[src/rtl/arb_pkg.sv]
// Requester identifiers for the instruction/data memory arbiter.
package arb_pkg;
    typedef enum logic {
        ReqInst = 1'b0,
        ReqData = 1'b1
    } req_id_e;
endpackage

[src/rtl/core_pkg.sv]
// Core-wide widths shared by the memory-facing blocks.
package core_pkg;
    localparam int unsigned Xlen     = 32;
    localparam int unsigned MaskBits = Xlen / 8;
endpackage

[src/rtl/arb_id_fifo.sv]
// In-order 1-bit ID FIFO recording which requester owns each outstanding access.
module arb_id_fifo #(
    parameter int unsigned Depth = 4
) (
    input  logic clk_i,
    input  logic rst_i,
    input  logic push_i,
    input  logic push_data_i,
    input  logic pop_i,
    output logic full_o,
    output logic empty_o,
    output logic head_o
);
    localparam int unsigned PtrW = (Depth > 1) ? $clog2(Depth) : 1;
    localparam int unsigned CntW = $clog2(Depth) + 1;

    logic [Depth-1:0] mem_q, mem_d;
    logic [PtrW-1:0]  wr_ptr_q, wr_ptr_d;
    logic [PtrW-1:0]  rd_ptr_q, rd_ptr_d;
    logic [CntW-1:0]  count_q, count_d;
    logic             do_push, do_pop;

    assign full_o  = (count_q == CntW'(Depth));
    assign empty_o = (count_q == '0);
    assign head_o  = mem_q[rd_ptr_q];
    assign do_push = push_i & ~full_o;
    assign do_pop  = pop_i & ~empty_o;

    always_comb begin
        mem_d    = mem_q;
        wr_ptr_d = wr_ptr_q;
        rd_ptr_d = rd_ptr_q;
        count_d  = count_q;
        if (do_push) begin
            mem_d[wr_ptr_q] = push_data_i;
            wr_ptr_d        = wr_ptr_q + PtrW'(1);
        end
        if (do_pop) begin
            rd_ptr_d = rd_ptr_q + PtrW'(1);
        end
        case ({do_push, do_pop})
            2'b10:   count_d = count_q + CntW'(1);
            2'b01:   count_d = count_q - CntW'(1);
            default: count_d = count_q;
        endcase
    end

    always_ff @(posedge clk_i or posedge rst_i) begin
        if (rst_i) begin
            mem_q    <= '0;
            wr_ptr_q <= '0;
            rd_ptr_q <= '0;
            count_q  <= '0;
        end else begin
            mem_q    <= mem_d;
            wr_ptr_q <= wr_ptr_d;
            rd_ptr_q <= rd_ptr_d;
            count_q  <= count_d;
        end
    end
endmodule

[src/rtl/mem_arbiter.sv]
// Shares one memory port between fetch and load/store; data is favoured,
// a starvation counter guarantees fetch progress, an ID FIFO routes responses.
module mem_arbiter
    import core_pkg::*;
    import arb_pkg::*;
#(
    parameter int unsigned Depth       = 4,
    parameter int unsigned StarveLimit = 8
) (
    input  logic                clk_i,
    input  logic                rst_i,
    input  logic                inst_valid_i,
    output logic                inst_ready_o,
    input  logic [Xlen-1:0]     inst_addr_i,
    input  logic [Xlen-1:0]     inst_wdata_i,
    input  logic [MaskBits-1:0] inst_wmask_i,
    output logic [Xlen-1:0]     inst_rdata_o,
    output logic                inst_rvalid_o,
    input  logic                data_valid_i,
    output logic                data_ready_o,
    input  logic [Xlen-1:0]     data_addr_i,
    input  logic [Xlen-1:0]     data_wdata_i,
    input  logic [MaskBits-1:0] data_wmask_i,
    output logic [Xlen-1:0]     data_rdata_o,
    output logic                data_rvalid_o,
    output logic                mem_valid_o,
    input  logic                mem_ready_i,
    output logic [Xlen-1:0]     mem_addr_o,
    output logic [Xlen-1:0]     mem_wdata_o,
    output logic [MaskBits-1:0] mem_wmask_o,
    input  logic [Xlen-1:0]     mem_rdata_i,
    input  logic                mem_rvalid_i,
    output logic                err_o
);
    localparam int unsigned StarveW = $clog2(StarveLimit + 1);

    logic               lock_q, lock_d;
    req_id_e            owner_q, owner_d;
    logic [StarveW-1:0] starve_q, starve_d;
    logic               err_q, err_d;

    req_id_e grant;
    logic    grant_act;
    logic    grant_valid;
    logic    starving;
    logic    accept;
    logic    pop;
    logic    fifo_full;
    logic    fifo_empty;
    logic    fifo_head;

    assign starving = (starve_q == StarveW'(StarveLimit));

    // A stalled request keeps its grant so mem_* stay stable until accepted.
    always_comb begin
        grant     = ReqData;
        grant_act = 1'b0;
        if (lock_q) begin
            grant     = owner_q;
            grant_act = 1'b1;
        end else if (!fifo_full) begin
            if (data_valid_i && !starving) begin
                grant     = ReqData;
                grant_act = 1'b1;
            end else if (inst_valid_i) begin
                grant     = ReqInst;
                grant_act = 1'b1;
            end else if (data_valid_i) begin
                grant     = ReqData;
                grant_act = 1'b1;
            end
        end
    end

    always_comb begin
        grant_valid   = (grant == ReqData) ? data_valid_i : inst_valid_i;
        mem_valid_o   = grant_act & grant_valid & ~fifo_full;
        mem_addr_o    = (grant == ReqData) ? data_addr_i  : inst_addr_i;
        mem_wdata_o   = (grant == ReqData) ? data_wdata_i : inst_wdata_i;
        mem_wmask_o   = (grant == ReqData) ? data_wmask_i : inst_wmask_i;
        inst_ready_o  = grant_act & (grant == ReqInst) & mem_ready_i & ~fifo_full;
        data_ready_o  = grant_act & (grant == ReqData) & mem_ready_i & ~fifo_full;
        accept        = mem_valid_o & mem_ready_i;
        pop           = mem_rvalid_i & ~fifo_empty;
        inst_rvalid_o = pop & (fifo_head == 1'(ReqInst));
        data_rvalid_o = pop & (fifo_head == 1'(ReqData));
        inst_rdata_o  = mem_rdata_i;
        data_rdata_o  = mem_rdata_i;
        err_o         = err_q;
    end

    always_comb begin
        lock_d   = mem_valid_o & ~mem_ready_i;
        owner_d  = lock_d ? grant : owner_q;
        starve_d = starve_q;
        if (accept && grant == ReqData && inst_valid_i && !starving) begin
            starve_d = starve_q + StarveW'(1);
        end
        if ((accept && grant == ReqInst) || !inst_valid_i) begin
            starve_d = '0;
        end
        err_d = err_q | (mem_rvalid_i & fifo_empty);
    end

    always_ff @(posedge clk_i or posedge rst_i) begin
        if (rst_i) begin
            lock_q   <= 1'b0;
            owner_q  <= ReqInst;
            starve_q <= '0;
            err_q    <= 1'b0;
        end else begin
            lock_q   <= lock_d;
            owner_q  <= owner_d;
            starve_q <= starve_d;
            err_q    <= err_d;
        end
    end

    arb_id_fifo #(
        .Depth(Depth)
    ) u_id_fifo (
        .clk_i       (clk_i),
        .rst_i       (rst_i),
        .push_i      (accept),
        .push_data_i (grant),
        .pop_i       (pop),
        .full_o      (fifo_full),
        .empty_o     (fifo_empty),
        .head_o      (fifo_head)
    );
endmodule
[config.mk]
export PLATFORM = sky130hd
export DESIGN_NAME = mem_arbiter
export DESIGN_NICKNAME = d
export VERILOG_FILES = /design/src/rtl/arb_pkg.sv /design/src/rtl/core_pkg.sv /design/src/rtl/arb_id_fifo.sv /design/src/rtl/mem_arbiter.sv
export SDC_FILE = /design/constraint.sdc
export NUM_CORES = 1
export LEC_CHECK = 0
export CELL_PAD_IN_SITES_DETAIL_PLACEMENT = 1
export CELL_PAD_IN_SITES_GLOBAL_PLACEMENT = 2
export CORE_UTILIZATION = 12
export DETAILED_ROUTE_END_ITERATION = 8
export PLACE_DENSITY_LB_ADDON = 0.1
export SYNTH_ARGS = -nofsm -noshare
export SYNTH_HDL_FRONTEND = slang
export SYNTH_HIERARCHICAL = 1
export SYNTH_SLANG_ARGS = --single-unit
[constraint.sdc]
create_clock -name clk_i -period 3.1 [get_ports clk_i]
set_clock_uncertainty 0.15 [all_clocks]
set_input_delay 0.31 -clock clk_i [delete_from_list [all_inputs] [get_ports clk_i]]
set_output_delay 0.31 -clock clk_i [all_outputs]
set_load 0.01 [all_outputs]
Figure 1. Routed metal, one color a layer (run 1).
Only two layers are drawn.
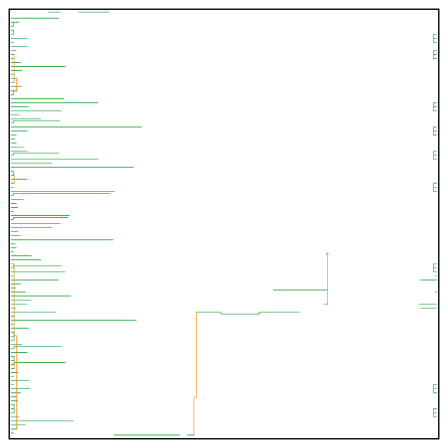
[green] metal 3 | wire length: 984 um
[orange] metal 4 | wire length: 135 um

Figure 2. M2 wires (run 1).
Scale bar: 50 um.
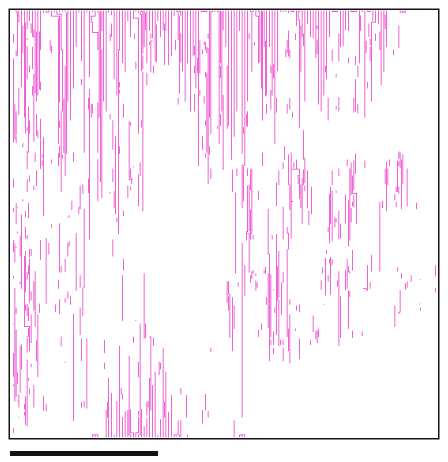
nets with wire on the layer: 522
main direction: vertical
wire length on this layer: 6,150 um
share of all routed wire: 53%
DR vias: 2,328
met2 track demand over resource in global routing: 18.2%
wire length after detailed routing: 11.5 mm

Figure 3. Placed standard cells (run 1).
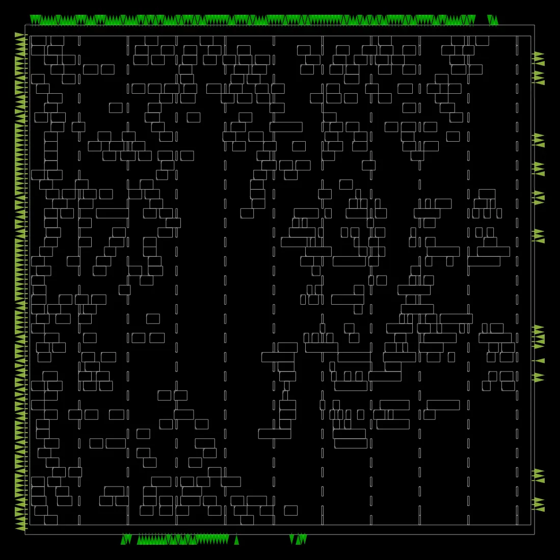
share of cell area taken by flip-flops and latches: 9.72%
flip-flop and latch count: 18
Core Box Area: 0.0197 mm2
Site Rows: 51

Figure 4. Nets reached from selected ports (run 1).
Scale bar: 50 um.
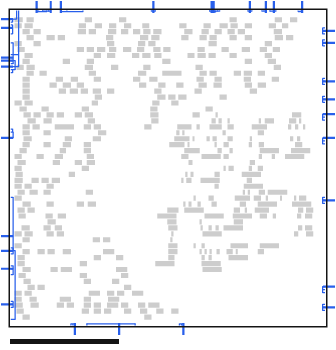
[blue] `inst_rdata_o` | bits: 32 | direction: output | edge: 10 left, 10 top, 9 right, 3 bottom | end cells: 0 | wire: 281 um

run 1: power breakdown:
group          total [mW]  switching (mW)  internal, mW  leakage (nW)
clock network       0.261          0.0906         0.170        0.0370
logic                1.78           0.709          1.07          1.55
registers           0.430          0.0951         0.335         0.219
total                2.47           0.895          1.57          1.80
run 1: what timing repair did:
item	4_1_cts	5_1_grt
endpoints found under the setup margin	5	64
cloned	0	3
gates resized	4	4
pin swaps	0	1
setup buffers	0	1
run 1: metal layers:
layer | wire length [um] | vias up
met5 | 0 | -
met4 | 135 | 0
met3 | 983 | 17
met2 | 6150 | 99
met1 | 4270 | 1094
li1 | - | 1118
run 1: cells in the mapped netlist, drive strengths merged (3+ instances only):
| master | instances | area [um2] |
|---|---|---|
| inv | 12 | 45.0 |
| nor2 | 5 | 18.8 |
| mux2i | 3 | 30.0 |
| o21ai | 13 | 65.1 |
| xnor2 | 3 | 26.3 |
| nand2b | 3 | 18.8 |
| xor2 | 3 | 26.3 |
| buf | 72 | 539 |
| a21oi | 7 | 38.8 |
| ha | 7 | 87.6 |
| nand2 | 13 | 48.8 |
| nor2b | 3 | 18.8 |
| nor3 | 3 | 15.0 |
| dfrtp | 18 | 450 |
| mux2 | 69 | 815 |
run 1: metrics by stage:
step,hold slack (ns),instances
after floorplan,-0.0366,253
after global placement,0.296,669
after detailed placement,0.294,669
after CTS,0.205,672
after global routing,0.231,676
final,0.191,676
run 1: sequential cells by signal (all words and copies together) (netlist names):
| name | cells |
|---|---|
| err_o | 1 |
| lock_q | 1 |
| owner_q | 1 |
| starve_q | 4 |
| u_id_fifo/count_q | 3 |
| u_id_fifo/mem_q | 4 |
| u_id_fifo/rd_ptr_q | 2 |
| u_id_fifo/wr_ptr_q | 2 |
==> flow_summary.toml, run 1 <==
# physical design summary
[synthesis]
simple_gate_share_pct = 8.52
synth_flops = 18
logic_family = "multiplexers"
synth-seq-area-share_pct = 18.5
ys.warnings.count = 6
netlist_area_mm2 = 0.00244
synthCells = 253
synth-async-reset-ratio_pct = 100
ys_sh_aoi_pct = 6.93
synth_top_flop_cell = "sky130_fd_sc_hd__dfrtp_1"
syn-num-nets = 435
yosysChipArea_mm2 = 0.00244
synth.yosys.num_cells = 253
fa_ha_area_share_pct = 4.41

[worst_setup_path]
cp_max_fo = 13
timing.critical_path.from = "starve_q[0]"
setup.worst_path.start_class = "register"
endpoint_kind = "output port"
cp_num_buf_inv = 4
critical_path.endpoint = "mem_addr_o[28]"
r2r-end = "u_id_fifo/count_q[2]"
reg2reg_setup_slack_ns = 0.38
r2r_start = "u_id_fifo/count_q[0]"
cpMaxStageDelayCell = "sky130_fd_sc_hd__clkdlybuf4s50_1"
required_ns = 2.64
critical-path-top-delay-family = "buffers and inverters"
worst_ep_arrival_time_ns = 2.52
crit_path_cells = "inv_1, ha_1, nand3b_4, a21oi_4, a21boi_4, buf_12, buf_6, mux2_2, clkdlybuf4s50_1"

[sta]
final_period_minus_worst_setup_slack_ns = 2.98
fmaxAchievable_mhz = 336
tightest_slew_ns = 0.495
hold_viol = 0
post-route-period-util_pct = 96.1
max_slew_margin_pct = 66.7
worst_slack_ns = 0.122
setup_violations = 0

[layout]
clkbuf_count = 3
lay_top_count = "sky130_fd_sc_hd__clkdlybuf4s50_1"
number_of_logic_gates = 151
layout.non_clock_inverters = 12
layout.buffer.nonclock.area_share_pct = 49.9
finish.net_count = 595
antennaDiodeCount = 0
signal_buffers = 227
finalInstanceArea_mm2 = 0.00463
final.fill_count = 2244

[global_route]
grt_first_pass_wirelength_mm = 15.3
use_met1_pct = 11.0
via_count_of_the_first_global_routing_pass = 2520
groute.usage.overall_pct = 10.1
grtUsageMet3_pct = 3.84
gr-max-usage-layer = "met2"
grt_start_max_net_pins = 55
grt.overflow.total = 0

[cts]
clock.latency.late_pin_ns = 0.25
cts_hold_bufs = 0
cts.reportedPaths.clkPinSlew_ns = 0.05
clock_tree_from_tritoncts = "built"
clkSinkCount = 18
clock_tree.root_cell = "sky130_fd_sc_hd__clkbuf_16"
clockBufferDepth = 2

[drt]
post-route-drc-count = 0
route.antenna.remaining_nets = 0
drt_iter0_markers = 31
drt-vias-per-instance = 3.44
dr.pass1.iters = 4

[power]
vdd_drop_max_mv = 0.183
p_leak_nw = 1.80
totalPowerFinal_mw = 2.47

[floorplanning]
tap_cells = 265
die_height_um = 145
design.die.area_mm2 = 0.0209
floorplan.core_util_pct = 12.4
dieWidth_um = 145
boundary_pin_count = 312

[placement]
detailed_place.area_mm2 = 0.00446
detailed_placement_hpwl_mm = 9.88
port_buffers = 215
pre_cts_slack_ns = 0.184

[flow_run]
warning_count = 31

[hold_path]
timing.hold.worst.class = "primary input to async pin"

[status]
run_status = "finished, final reports clean"
==> inputs of run 2 (changes only) <==
- RECOVER_POWER: default -> 25
Figure 5. Nets reached from selected ports (run 2).
Scale bar: 50 um.
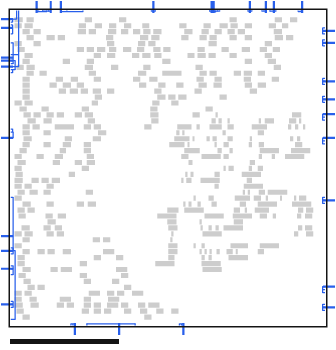
[blue] `inst_rdata_o` | bits: 32 | direction: output | edge: 10 left, 10 top, 9 right, 3 bottom | end cells: 0 | wire: 281 um
boundary pin count: 312
count of input and output buffers: 215

Figure 6. Where the registers sit (run 2).
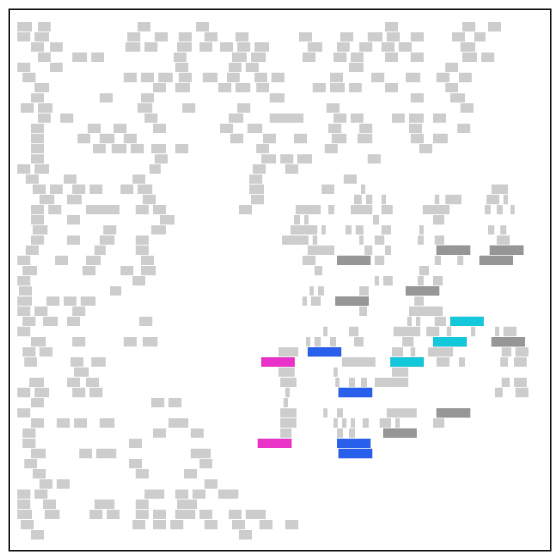
[cyan] `u_id_fifo/count_q` | sequential cells: 3
[blue] `u_id_fifo/mem_q` | sequential cells: 4
[magenta] `u_id_fifo/wr_ptr_q` | sequential cells: 2
not colored: 9

==> flow_summary.toml, run 2 <==
# physical design summary
[placement]
detailed_place.area_mm2 = 0.00446
detailed_placement_hpwl_mm = 9.88
pre_cts_slack_ns = 0.184
final_estimated_routing_congestion_in_global_placement = 0.675

[cts]
cts.reportedPaths.clkPinSlew_ns = 0.05
clock.latency.late_pin_ns = 0.25
clkSinkCount = 18
clock_tree.root_cell = "sky130_fd_sc_hd__clkbuf_16"
numCtsBuffers = 3
ctsHtreeMaxLevel = 1
cts_hold_bufs = 0
clock_tree_from_tritoncts = "built"
number_of_setup_buffers_added_after_cts = 0
cts_resized = 4
clockBufferDepth = 2

[power]
power.switching_uw = 895
totalPowerFinal_mw = 2.47
top_power_group = "combinational cells"
vdd_drop_max_mv = 0.183
p_int_mw = 1.57
p_leak_nw = 1.80
power.density_mw_per_mm2 = 532
power.share.sequential_pct = 17.4
power.clock.fraction_pct = 10.6
comb_power_share_pct = 72.0
sequentialPower_uw = 430
sw_frac_of_total_pct = 36.3
power_dissipated_in_the_clock_network_uw = 261
combinationalPower_mw = 1.78

[drt]
drt-vias-per-instance = 3.44
post-route-drc-count = 0
routed_wire_length_per_instance_um = 17.1
via_count = 2328
drt_iter0_markers = 31
route.antenna.remaining_nets = 0
dr.pass1.iters = 4
postRouteWirelength_mm = 11.5

[worst_setup_path]
cp_max_fo = 13
required_ns = 2.64
cpMaxStageDelayCell = "sky130_fd_sc_hd__clkdlybuf4s50_1"
setup.worst_path.start_class = "register"
criticalPathCategory = "register to output port"
worst_ep_arrival_time_ns = 2.52
max_stage_delay_ns = 0.49
cp_num_buf_inv = 4
crit_path_cells = "inv_1, ha_1, nand3b_4, a21oi_4, a21boi_4, buf_12, buf_6, mux2_2, clkdlybuf4s50_1"
critical-path-top-delay-family = "buffers and inverters"
endpoint_kind = "output port"

[synthesis]
synth.top_cells.by_count = "sky130_fd_sc_hd__buf_4 (64), sky130_fd_sc_hd__mux2_2 (59), sky130_fd_sc_hd__dfrtp_1 (18)"
synth.top_cells.by_area = "sky130_fd_sc_hd__mux2_2 (27%), sky130_fd_sc_hd__buf_4 (20%), sky130_fd_sc_hd__dfrtp_1 (18%)"
yosys.area.top_type_share_pct = 27.2
synth-seq-area-share_pct = 18.5
netlist_area_mm2 = 0.00244
synth_top_cell_by_area = "sky130_fd_sc_hd__mux2_2"
ys.warnings.count = 6
yosysChipArea_mm2 = 0.00244
syn-num-nets = 435
synth-async-reset-ratio_pct = 100
top_cell = "sky130_fd_sc_hd__buf_4"
synthCells = 253
post_synth_num_cell_types = 36
synth_top_flop_cell = "sky130_fd_sc_hd__dfrtp_1"
synth.yosys.num_cells = 253
syn_avg_cell_area_um2 = 9.64
synth_flops = 18
enable_flop_cells = 0

[global_route]
via_count_of_the_first_global_routing_pass = 2520
grt_antenna_before_repair = 0
grt.overflow.total = 0
grt_first_pass_wirelength_mm = 15.3
grt_start_max_net_pins = 55
groute.usage.overall_pct = 10.1

[status]
run_status = "finished, final reports clean"

[sta]
worst_slack_ns = 0.122
setup_violations = 0
setup_tns_ns = 0
hold_slack_ns = 0.191
max_slew_margin_pct = 66.7
tightest_slew_ns = 0.495
hold_viol = 0
final_period_minus_worst_setup_slack_ns = 2.98
fmaxAchievable_mhz = 336
final_max_slew_viol_count = 0
post-route-period-util_pct = 96.1

[floorplanning]
dieWidth_um = 145
die_height_um = 145
design.die.area_mm2 = 0.0209
core_area_mm2 = 0.0197
floorplan.core_util_pct = 12.4
placement_rows = 51

[layout]
lay_top_count = "sky130_fd_sc_hd__clkdlybuf4s50_1"
areaGrowthSynthToFinish_pct = 90.0
antennaDiodeCount = 0
finalInstanceArea_mm2 = 0.00463
final.fill_count = 2244
final_layout_top_logic_cells = "sky130_fd_sc_hd__clkdlybuf4s50_1 (211), sky130_fd_sc_hd__mux2_2 (59), sky130_fd_sc_hd__dfrtp_1 (18), sky130_fd_sc_hd__nand2_1 (13)"
finish.net_count = 595
reg_top3 = "starve_q: 4 flops, u_id_fifo/mem_q: 4 flops, u_id_fifo/count_q: 3 flops"
drive_above_1_share_pct = 21.9

[hold_path]
timing.hold.worst.class = "primary input to async pin"

[flow_run]
warning_count = 31
drv_cap = 0
==> run 2: cell counts after synthesis <==
No cell type changed its count.
==> run 2: cells by family (layout without fill, tap and decap cells) <==
logic type / after synthesis / after routing / share of synthesized area [%]
compound gates: 28 / 28 / 6.93
buf+inv: 84 / 242 / 24.0
mux: 73 / 73 / 35.6
flops: 18 / 18 / 18.5
xor+xnor: 6 / 6 / 2.16
simple gates: 36 / 36 / 8.52
fa+ha+maj: 8 / 8 / 4.41
==> run 2: final cells by class <==
| class | instances | area [um2] | area share (%) |
|---|---|---|---|
| Tap cell | 265 | 332 | 7.15 |
| Clock buffer | 3 | 75.1 | 1.62 |
| Inverter | 12 | 45.0 | 0.972 |
| Sequential cell | 18 | 450 | 9.72 |
| Multi-Input combinational cell | 151 | 1420 | 30.6 |
| Timing Repair Buffer | 227 | 2310 | 49.9 |
==> run 2: path summary, 6_finish.rpt <==
check                                           from  slack [ns]  cells past startpoint                    to
worst min-delay path                           rst_i        0.19                      2               owner_q
max in group asynchronous                      rst_i        2.23                      2  u_id_fifo/count_q[2]
min in group clk_i                             err_o        0.30                      1                 err_o
worst max register to register  u_id_fifo/count_q[0]        0.38                     12  u_id_fifo/count_q[2]
worst min register to register                 err_o        0.30                      1                 err_o
worst max-delay path                     starve_q[0]        0.12                      9        mem_addr_o[28]
==> run 2: metal layers <==
layer	share of wire [%]	global-route usage [%]	wire, um
met1	37	11.0	4270
met2	53	18.2	6150
met3	8.5	3.84	983
met4	1.2	2.27	135
met5	0	0	0
==> run 2: through the flow <==
step,std cells,utilization [%]
5_1_grt,676,23.5
2_1_floorplan,253,-
4_1_cts,672,23.0
3_5_place_dp,669,22.6
3_3_place_gp,669,22.6
6_report,676,23.5
==> inputs of run 3 (changes only) <==
- RECOVER_POWER: 25 -> 100
Figure 7. Routed metal, one color a layer (run 3).
Only two layers are drawn.
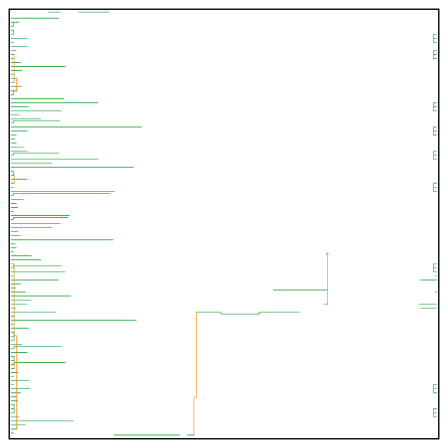
[green] metal 3 | wire length: 984 um
[orange] metal 4 | wire length: 135 um
routed wire length per instance: 17.0 um
wire length after detailed routing: 11.5 mm

Figure 8. Placed standard cells (run 3).
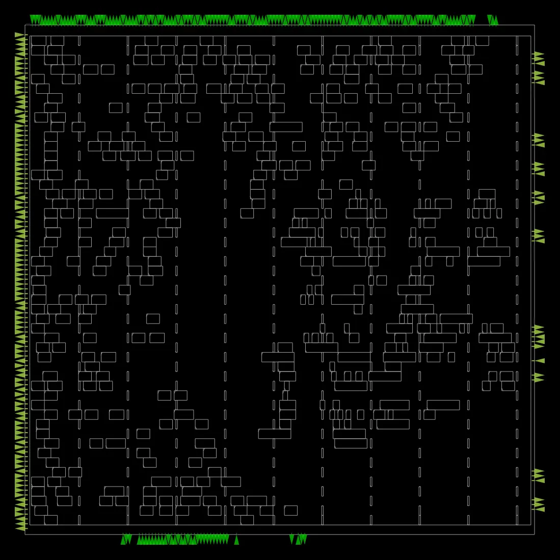
Final Instance Count excl. Fillers: 676
final cell utilization of the core: 23.4%
# Taps: 265
count of fill cells added during filler insertion: 2,245
share of cell area taken by flip-flops and latches: 9.74%

==> flow_summary.toml, run 3 <==
# physical design summary
[status]
run_status = "finished, final reports clean"

[cts]
clock_tree.root_cell = "sky130_fd_sc_hd__clkbuf_16"
clock_tree_from_tritoncts = "built"
clkSinkCount = 18
clockBufferDepth = 2
clock.latency.late_pin_ns = 0.25
numCtsBuffers = 3
cts.reportedPaths.clkPinSlew_ns = 0.05
ctsHtreeMaxLevel = 1

[worst_setup_path]
worst_ep_arrival_time_ns = 2.52
cp_max_fo = 13
setup.worst_path.start_class = "register"
required_ns = 2.64
criticalPathCategory = "register to output port"
max_stage_delay_ns = 0.49
reg2reg_setup_slack_ns = 0.30
crit_path_cells = "inv_1, ha_1, nand3b_4, a21oi_4, a21boi_4, buf_12, buf_6, mux2_2, clkdlybuf4s50_1"
cpMaxStageDelayCell = "sky130_fd_sc_hd__clkdlybuf4s50_1"
critical-path-top-delay-family = "buffers and inverters"
endpoint_kind = "output port"
cp_num_buf_inv = 4

[sta]
hold_viol = 0
fmaxAchievable_mhz = 336
final_max_slew_viol_count = 0
setup_violations = 0
worst_slack_ns = 0.122
max_slew_margin_pct = 66.7
tightest_slew_ns = 0.495
final_period_minus_worst_setup_slack_ns = 2.98
setup_repair_after_global_routing_missed_its_margin = "no"
setup_tns_ns = 0
post-route-period-util_pct = 96.1
hold_slack_ns = 0.296

[drt]
route.antenna.remaining_nets = 0
drt-vias-per-instance = 3.45
post-route-drc-count = 0
via_count = 2332
top_layer = "met4"
dr.pass1.iters = 4
wl_met2_mm = 6.16
routed_metal_1_wire_length_mm = 4.25
met3WireLength_um = 983
drt_iter0_markers = 42

[synthesis]
synth_flops = 18
synth_top_cell_by_area = "sky130_fd_sc_hd__mux2_2"
enable_flop_cells = 0
post_synth_num_cell_types = 36
syn-num-nets = 435
synth-async-reset-ratio_pct = 100
syn_avg_cell_area_um2 = 9.64
yosysChipArea_mm2 = 0.00244
ys_sh_aoi_pct = 6.93
ys.warnings.count = 6
synth.top_cells.by_area = "sky130_fd_sc_hd__mux2_2 (27%), sky130_fd_sc_hd__buf_4 (20%), sky130_fd_sc_hd__dfrtp_1 (18%)"
area_fraction_in_mux_cells_pct = 35.6
yosys.area.top_type_share_pct = 27.2
synthCells = 253
synth_xor_xnor_area_share_pct = 2.15
synth.yosys.num_cells = 253
logic_family = "multiplexers"
netlist_area_mm2 = 0.00244
fa_ha_area_share_pct = 4.41
synth-seq-area-share_pct = 18.5
top_cell = "sky130_fd_sc_hd__buf_4"
synth_top_flop_cell = "sky130_fd_sc_hd__dfrtp_1"
synth.top_cells.by_count = "sky130_fd_sc_hd__buf_4 (64), sky130_fd_sc_hd__mux2_2 (59), sky130_fd_sc_hd__dfrtp_1 (18)"
simple_gate_share_pct = 8.52

[placement]
port_buffers = 215
detailed_placement_hpwl_mm = 9.88
numPlacedInstances = 669
pre_cts_slack_ns = 0.184
final_estimated_routing_congestion_in_global_placement = 0.675
detailed_place.area_mm2 = 0.00446

[floorplanning]
dieWidth_um = 145
boundary_pin_count = 312
core_area_mm2 = 0.0197
placement_rows = 51
die_height_um = 145
floorplan.core_util_pct = 12.4
design.die.area_mm2 = 0.0209

[layout]
lay_top_count = "sky130_fd_sc_hd__clkdlybuf4s50_1"
areaGrowthSynthToFinish_pct = 89.6
final_layout_top_logic_cells = "sky130_fd_sc_hd__clkdlybuf4s50_1 (203), sky130_fd_sc_hd__mux2_2 (59), sky130_fd_sc_hd__dfrtp_1 (18), sky130_fd_sc_hd__nand2_1 (13)"
finish.net_count = 595
antennaDiodeCount = 0
reg_top3 = "starve_q: 4 flops, u_id_fifo/mem_q: 4 flops, u_id_fifo/count_q: 3 flops"
finalInstanceArea_mm2 = 0.00462
drive_above_1_share_pct = 21.2

[power]
p_leak_nw = 1.80
totalPowerFinal_mw = 2.43
power.density_mw_per_mm2 = 526
vdd_drop_max_mv = 0.183

[global_route]
groute.usage.overall_pct = 10.1
grt_first_pass_wirelength_mm = 15.3
grt_start_max_net_pins = 55
grt_antenna_before_repair = 0
grt.overflow.total = 0
via_count_of_the_first_global_routing_pass = 2520

[flow_run]
drv_cap = 0
warning_count = 31

[hold_path]
timing.hold.worst.class = "register to register"
[run 3: where the power goes]
part	total (mW)	internal [mW]	switching (mW)
clock	0.261	0.170	0.0906
sequential	0.429	0.335	0.0937
combinational	1.74	1.04	0.705
[run 3: final cells by class]
| class | count | area, um2 |
|---|---|---|
| sequential | 18 | 450 |
| inverter | 12 | 45.0 |
| timing repair buffer | 227 | 2310 |
| multi-input combinational | 151 | 1420 |
| tap | 265 | 332 |
| fill | 2245 | 15100 |
| clock buffer | 3 | 75.1 |
[run 3: worst paths after layout]
| check | start | end | cells past startpoint |
|---|---|---|---|
| min | err_o | err_o | 1 |
| min reg2reg | err_o | err_o | 1 |
| max in group asynchronous | rst_i | u_id_fifo/rd_ptr_q[0] | 2 |
| max reg2reg | u_id_fifo/count_q[0] | u_id_fifo/count_q[2] | 12 |
| max | starve_q[0] | mem_addr_o[28] | 9 |
| min in group asynchronous | rst_i | owner_q | 2 |
[run 3: worst reg2reg max path, delay by kind of cell, from the launching register on]
family / cells / cell delay (ns)
and+or+nand+nor: 5 / 0.75
DFF: 1 / 0.46
adders and majority gates: 2 / 0.57
xor gates and xnor gates: 2 / 0.30
AOI/OAI and AO/OA: 1 / 0.25
buffers and inverters: 2 / 0.27
[run 3: routing by layer]
layer  global-route usage, %  vias up
li1                        -     1118
met4                    2.27        0
met2                    18.2       99
met5                       0        -
met1                    11.0     1098
met3                    3.84       17
[run 3: timing repair]
item | in CTS | in global routing
resized | 4 | 4
gates cloned | 0 | 3
buffers inserted | 0 | 1
hold buffers | 0 | 0
pin swaps | 0 | 1
endpoints found under the setup margin | 5 | 64
endpoints found under the hold margin | 0 | 0
Power is estimated from default activity; no workload was simulated.
